Design sa_feed_ctrl, sky130hd; sources not shown.
Fig. 1: run 1, cells by drive strength
Scale bar: 20 um.
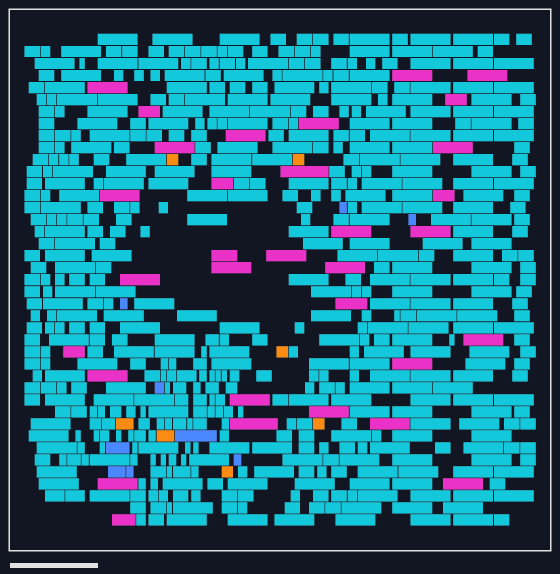
_0 and _1 cells: marked cyan, cells 548. _2 cells: marked blue, cells 9. _3 and _4 cells: marked orange, cells 7. _6 and larger: marked magenta, cells 32.
Final Instance Area: 9238 sq um
setup slack after layout: 1.472 ns

Fig. 2: run 1, wires at chosen ports, followed through buffers
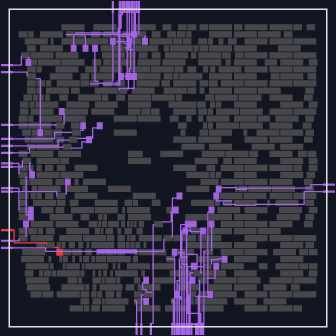
res_ack: marked red, bits 1, direction input, edge west, end cells 1, wire 22.6 um. in_a: marked purple, bits 40, direction input, edge 16 south, 12 west, 10 north, 2 east, end cells 40, wire 1300 um.
io pins: 174
I/O Buffers: 173

Fig. 3: run 1, clock nets
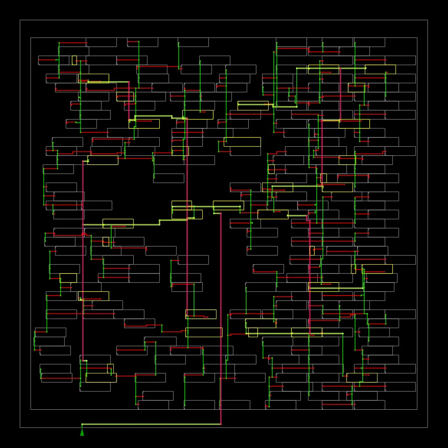
Worst Skew: 0.01010 ns
Clk power: 0.00228 W

==> deck_impl_summary.md, run 1 <==
Run Summary

Layout
  • Post-Layout Cell Count: 768
  • FF+latch area: 5507 sq um
  • Final Net Count: 675
  • Area growth syn-to-layout: 31.39%
  • Sequential cell count: 220
  • Inverter count: 4
  • Layout cell share with drive strength beyond 1: 8.054%
  • Clock buf count: 30
  • # fillers: 853
  • Largest cell class: flip-flops and latches
  • Bufs w/o clock: 178
  • Combinational gate area: 984.7 sq um
  • ANT cells: 0
  • Clock-cell share of area: 7.951%
  • Comb gates: 156

Drt
  • Via Count: 3706
  • Total wire length: 12980 um
  • Total length of routed met3 wires: 930 um
  • DR vias/cell: 4.826
  • Violation tally from detailed-route iteration zero: 221
  • Antenna Nets Post-Route: 0
  • DRC: 0
  • Wire length on met1: 4964 um

Synth
  • Post-synth EDFFs: 0
  • Count leader, synth: dfrtp_1
  • Ys flop type: dfrtp_1
  • Yosys warning total: 0
  • Yosys stat area: 7030 sq um
  • Sequential-to-total area share from yosys stat: 78.31%
  • Fraction of post-synthesis cell area in the top cell type by area: 78.31%
  • # Cells Yosys: 459
  • Synth flops: 220
  • Asr flop ratio synth: 100.0%
  • Avg Inst Size Synth: 15.32 sq um
  • Synth unique cells: 33
  • Most area-hungry cell type in the Yosys netlist: dfrtp_1

GRT
  • Pin count of the biggest net entering global routing: 92
  • Global-route wire length before repair: 20750 um
  • GR Util met3: 4.839%
  • Met2 Use GR: 30.71%
  • Initial antenna violation count: 1
  • GR peak layer: met2
  • GRT Total Usage: 17.84%
  • Remaining global-route overflow: 0

Pwr
  • Leakage: 4.572 nW
  • Power density over cell area: 702.6 nW/um^2
  • Worst vdd ir: 0.3459 mV

Run
  • Tool Warnings: 27
  • Max Cap Viol: 0

Timing
  • Number of setup violations in the final report: 0
  • Tcrit/Tclk final: 58.53%
  • Fmax: 0.4813 GHz
  • Setup TNS: 0 ns
  • Final Max Slew Viols: 0
  • Final hold violation count: 0
  • Tightest Pin Transition: 0.6473 ns
  • Slew headroom: 56.84%
  • Min Tclk post-route: 2.078 ns

Floorplanning
  • Init Core Util: 54.38%
  • Die ar.: 14950 sq um
  • Die H: 122.3 um
  • Core area: 12930 sq um
  • Rows: 41
  • Tap cells: 172
  • Die W: 122.3 um

Setup path
  • CP cell instances: clkdlybuf4s50_1
  • Cell family with most CP delay: buffers and inverters
  • Stages on the worst setup path: 1
  • Peak per-stage delay on the critical path: 0.57 ns
  • CP arrival: 1.37 ns
  • Critical path class: reg2out
  • CP bufs+invs: 1
  • Crit start category: flop
  • Slowest stage cell, crit path: clkdlybuf4s50_1

Placement
  • Hpwl dp: 8578 um
  • Dpl ws: 1.401 ns
  • GPL Wtd Cong: 0.7982

Run status
  • Status: finished, final reports clean

Clock tree
  • Resized cells post-CTS: 0
  • Worst-path clk slew: 0.06 ns
  • CTS Hold Bufs: 0
  • CTS tree: yes
  • Worst skew pair latency: 0.49 ns
  • Setup bufs post-CTS: 0

Hold path
  • HP Class: in2async
## run 1: metrics by stage
step                power (W)  hold slack, ns  util (%)  cell area, sq um
floorplan            0.003785          0.3312         -              7030
global placement     0.004191          0.3312     65.78              8503
detailed placement   0.004262          0.3347     65.78              8503
CTS                  0.006568          0.2552     71.46              9238
global route         0.006809          0.2739     71.46              9238
finish               0.006491          0.2235     71.46              9238
## run 1: where the power goes
group | total (W) | switching (W) | internal, W
Sequential | 0.00313 | 0.000196 | 0.00293
Clock | 0.00228 | 0.000890 | 0.00139
Combinational | 0.00108 | 0.000518 | 0.000565
Total | 0.00649 | 0.00160 | 0.00489
## run 1: logic make-up (layout without fill, tap and decap cells)
logic type | count (synthesis) | after routing | synth area share (%)
multiplexers | 1 | 1 | 0.1602
XOR/XNOR | 9 | 9 | 1.121
adder cells (fa/ha/maj) | 3 | 3 | 0.5340
flip-flops | 220 | 220 | 78.31
AND/OR/NAND/NOR | 126 | 126 | 10.75
AND-OR/OR-AND | 17 | 17 | 1.441
buffers and inverters | 83 | 220 | 7.688
## run 1: placed cells by master (no fill, tap or decap), drive strengths merged
| cell type | count |
|---|---|
| a21oi | 2 |
| nand3b | 2 |
| nor4b | 1 |
| nand2b | 7 |
| xor2 | 3 |
| clkbuf | 30 |
| ha | 3 |
| clkinv | 5 |
| clkdlybuf4s50 | 171 |
| a21o | 2 |
| clkinvlp | 1 |
| or3b | 1 |
| dfrtp | 220 |
| mux2 | 1 |
| nand3 | 6 |
| buf | 7 |
| nor2 | 11 |
| o211ai | 1 |
| a31oi | 2 |
| nor3 | 4 |
| nand2 | 10 |
| o21ai | 8 |
| nor4 | 1 |
| o21a | 1 |
| xnor2 | 6 |
| and3 | 81 |
| nand4 | 1 |
| inv | 4 |
| or3 | 1 |
| o2111ai | 1 |
| bufinv | 2 |
Fig. 4: run 1, register map, names as in the netlist
Scale bar: 20 um. Other sequential cells in the stronger gray, the rest of the logic in the fainter gray.
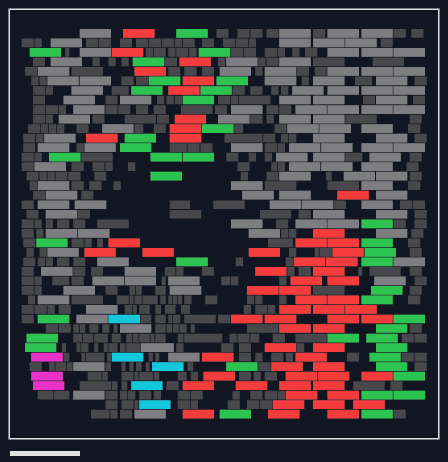

==> run 1 -> run 2 <==
--- a/config.mk
+++ b/config.mk
@@ -7,9 +7,9 @@
 export LEC_CHECK = 0
 export CAP_MARGIN = 20
 export CORE_MARGIN = 3
-export CORE_UTILIZATION = 52
+export CORE_UTILIZATION = 44
 export DETAILED_ROUTE_END_ITERATION = 12
-export PLACE_DENSITY = 0.84
+export PLACE_DENSITY = 0.75
 export SYNTH_ARGS = -nofsm -noshare
 export SYNTH_HDL_FRONTEND = slang
 export SYNTH_SLANG_ARGS = --single-unit
==> constraint.sdc (replaced) <==
create_clock -name clk -period 1.85 [get_ports clk]
set_input_delay 0.37 -clock clk [delete_from_list [all_inputs] [get_ports clk]]
set_output_delay 0.37 -clock clk [all_outputs]
set_load 0.01 [all_outputs]
Fig. 5: run 2, register map, names as in the netlist
Scale bar: 50 um. Other sequential cells in the stronger gray, the rest of the logic in the fainter gray.
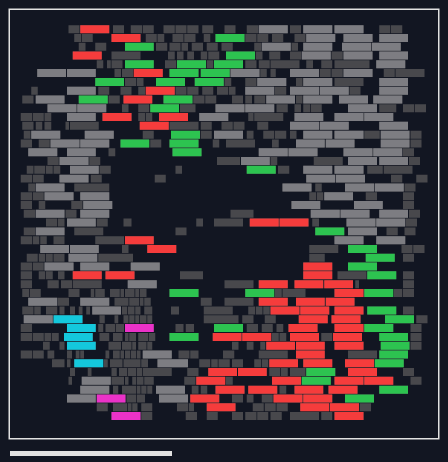
g_lane.u_skew_a.stage_r: marked red, placed flops 60. g_lane.u_skew_a.dout: marked green, placed flops 40. dcnt_r: marked magenta, placed flops 3. klen_r: marked cyan, placed flops 5, where south-west.
Sequential Power: 0.00600 W
FF+latch area: 5507 sq um
sequential cell area share: 58.33%
final core utilization: 61.19%

==> run 2 against run 1 <==
  * Sequential power up 92%
  * Critical path type unchanged
  * Critical path depth unchanged
  * Global-route usage down 2.8 points
  * Wire length up 0.27%
  * Flip-flop count unchanged
  * Clock power up 110%
  * Non-clock buffer count up 6
  * Synthesized area unchanged
  * Combinational power up 97%
==> deck_impl_summary.md, run 2 <==
Run Summary

Layout
  • Commonest Layout Cell: dfrtp_1
  • Area growth syn-to-layout: 34.28%
  • # fillers: 1137
  • Final Net Count: 681
  • ANT cells: 0
  • Final Instance Area: 9440 sq um
  • Top Layout Cells: dfrtp_1, clkdlybuf4s50_1, and3_1, clkbuf_16, nand2_1
  • Post-Layout Cell Count: 815
  • Layout cell share with drive strength beyond 1: 9.106%

Hold path
  • Hold depth: 4
  • HP Class: in2reg

Pwr
  • Worst vdd ir: 0.6651 mV
  • Flop pwr share: 46.6%
  • Clock share of power: 36.8%
  • Switching share of power: 24.04%
  • Power density over cell area: 1363 nW/um^2
  • P_sw: 0.003094 W
  • Pint: 0.009777 W
  • Logic pwr share: 16.5%
  • Leakage: 4.647 nW

Synth
  • Yosys warning total: 0
  • Sequential-to-total area share from yosys stat: 78.31%
  • # Cells Yosys: 459
  • Most area-hungry cell type in the Yosys netlist: dfrtp_1
  • Fraction of post-synthesis cell area in the top cell type by area: 78.31%
  • Asr flop ratio synth: 100.0%
  • Ys flop type: dfrtp_1
  • Yosys stat area: 7030 sq um
  • Top cells by area: dfrtp_1, and3_1, buf_4
  • Avg Inst Size Synth: 15.32 sq um
  • Cells after Synth: 459
  • Synth unique cells: 33
  • Cell Area, Synth: 7030 sq um
  • Post-synth EDFFs: 0
  • Count leader, synth: dfrtp_1
  • Synth flops: 220
  • Synth cell count leaders: dfrtp_1, and3_1, buf_4
  • Syn_nets: 552

Setup path
  • CP bufs+invs: 1
  • Peak per-stage delay on the critical path: 0.55 ns
  • Reg2reg setup slack: 0.39 ns
  • CP Data Required Time: 1.48 ns
  • Stages on the worst setup path: 1
  • CP cell instances: clkdlybuf4s50_1
  • Cell family with most CP delay: buffers and inverters
  • Crit end category: primary output
  • Crit start category: flop
  • Reg2Reg Depth: 5
  • Critical Path Fanout Max: 1
  • CP arrival: 1.40 ns
  • Slowest stage cell, crit path: clkdlybuf4s50_1
  • Critical path class: reg2out

Clock tree
  • CTS Buffer Depth: 3
  • H-tree levels: 1
  • Clock Tree Root: clkbuf_16
  • Setup bufs post-CTS: 0
  • CTS Hold Bufs: 1
  • CTS tree: yes
  • Worst-path clk slew: 0.06 ns
  • Worst skew pair latency: 0.48 ns
  • Resized cells post-CTS: 0

Floorplanning
  • Die W: 132.4 um
  • Init Core Util: 45.57%
  • Rows: 45
  • Die H: 132.4 um
  • Die ar.: 17530 sq um
  • Core area: 15430 sq um
  • Io pins: 174

Placement
  • I/O Buffers: 173
  • DP Area: 8627 sq um
  • GPL Wtd Cong: 0.7816
  • Placed Cells: 774
  • Hpwl dp: 8880 um

GRT
  • Initial antenna violation count: 1
  • Vias in the first global route: 4042
  • Global-route wire length before repair: 21090 um
  • Pin count of the biggest net entering global routing: 64
  • GRT Total Usage: 15.07%
  • Remaining global-route overflow: 0

Timing
  • Tightest Pin Transition: 0.4723 ns
  • Fmax: 0.5650 GHz
  • RSZ-0062 raised after global routing: no
  • Setup TNS: 0 ns
  • Final Max Slew Viols: 0
  • Final hold violation count: 0
  • Slew headroom: 68.51%
  • Tcrit/Tclk final: 95.67%
  • Min Tclk post-route: 1.770 ns
  • Number of setup violations in the final report: 0

Drt
  • WL/cell: 15.97 um
  • Via Count: 3707
  • Antenna Nets Post-Route: 0
  • Total wire length: 13020 um
  • Violation tally from detailed-route iteration zero: 129
  • DR vias/cell: 4.548
  • DRC: 0
  • DR pass1 iterations: 5

Run
  • Max Cap Viol: 0
  • Tool Warnings: 27

Run status
  • Status: finished, final reports clean
Fig. 6: run 2, clock nets
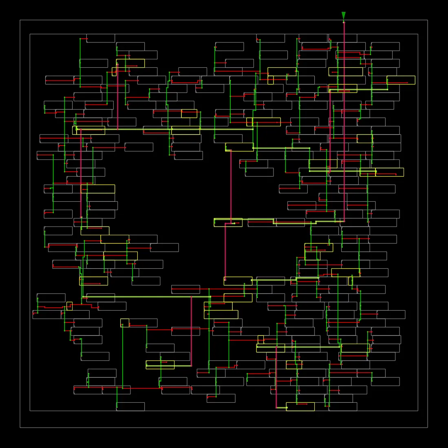
Clk power: 0.00474 W
Num CTS Buffers: 22
Worst Skew: 0.006990 ns
clock buf count: 31
Sink Count: 220

run 2: cell type report:
class	instances	area (sq um)	area share, %
clock inverter	9	147.6	1.564
timing repair buffer	184	1867	19.77
multi-input combinational	156	984.7	10.43
clock buffer	31	655.6	6.945
tap	211	264.0	2.797
sequential	220	5507	58.33
inverter	4	15.01	0.1590
run 2: logic make-up after synthesis:
kind of cell / count (synthesis) / share of synthesized area (%)
buffers and inverters: 83 / 7.688
DFF: 220 / 78.31
xor gates and xnor gates: 9 / 1.121
muxes: 1 / 0.1602
adders and majority gates: 3 / 0.5340
and+or+nand+nor: 126 / 10.75
AOI/OAI and AO/OA: 17 / 1.441
run 2: power by group through the flow:
stage	Clock [W]	Combinational, W	Sequential, W
after floorplan	0	0.00125	0.00601
after global placement	0	0.00207	0.00603
after detailed placement	0	0.00215	0.00609
after CTS	0.00487	0.00216	0.00602
after global routing	0.00509	0.00233	0.00608
final	0.00474	0.00213	0.00600
run 2: worst min-delay path: stages:
cell and delay [ns]:
buf_2 0.13, nand3_1 0.12, xor2_1 0.07, nor2_1 0.08
run 2: through the flow:
step                      power (W)  hold WS, ns  utilization [%]  setup WS [ns]
after floorplan            0.007263      0.07441                -         0.4828
after global placement     0.008102       0.3310            55.92         0.3319
after detailed placement   0.008243       0.3347            55.92         0.2817
after CTS                   0.01305       0.3181            61.19        0.04222
after global routing        0.01350       0.3333            61.19        0.02915
final                       0.01287       0.3367            61.19        0.08017
run 2: per-layer routing:
metal  global-route usage [%]  up-vias  share of wire, %
met5                        0        -              0.10
met4                    5.947        2               3.1
met3                    3.855       31               6.3
met2                    26.04      135                51
met1                    18.19     1839                39
li1                         -     1700                 -
No activity file was given, so power comes from the tool's default toggle rates.
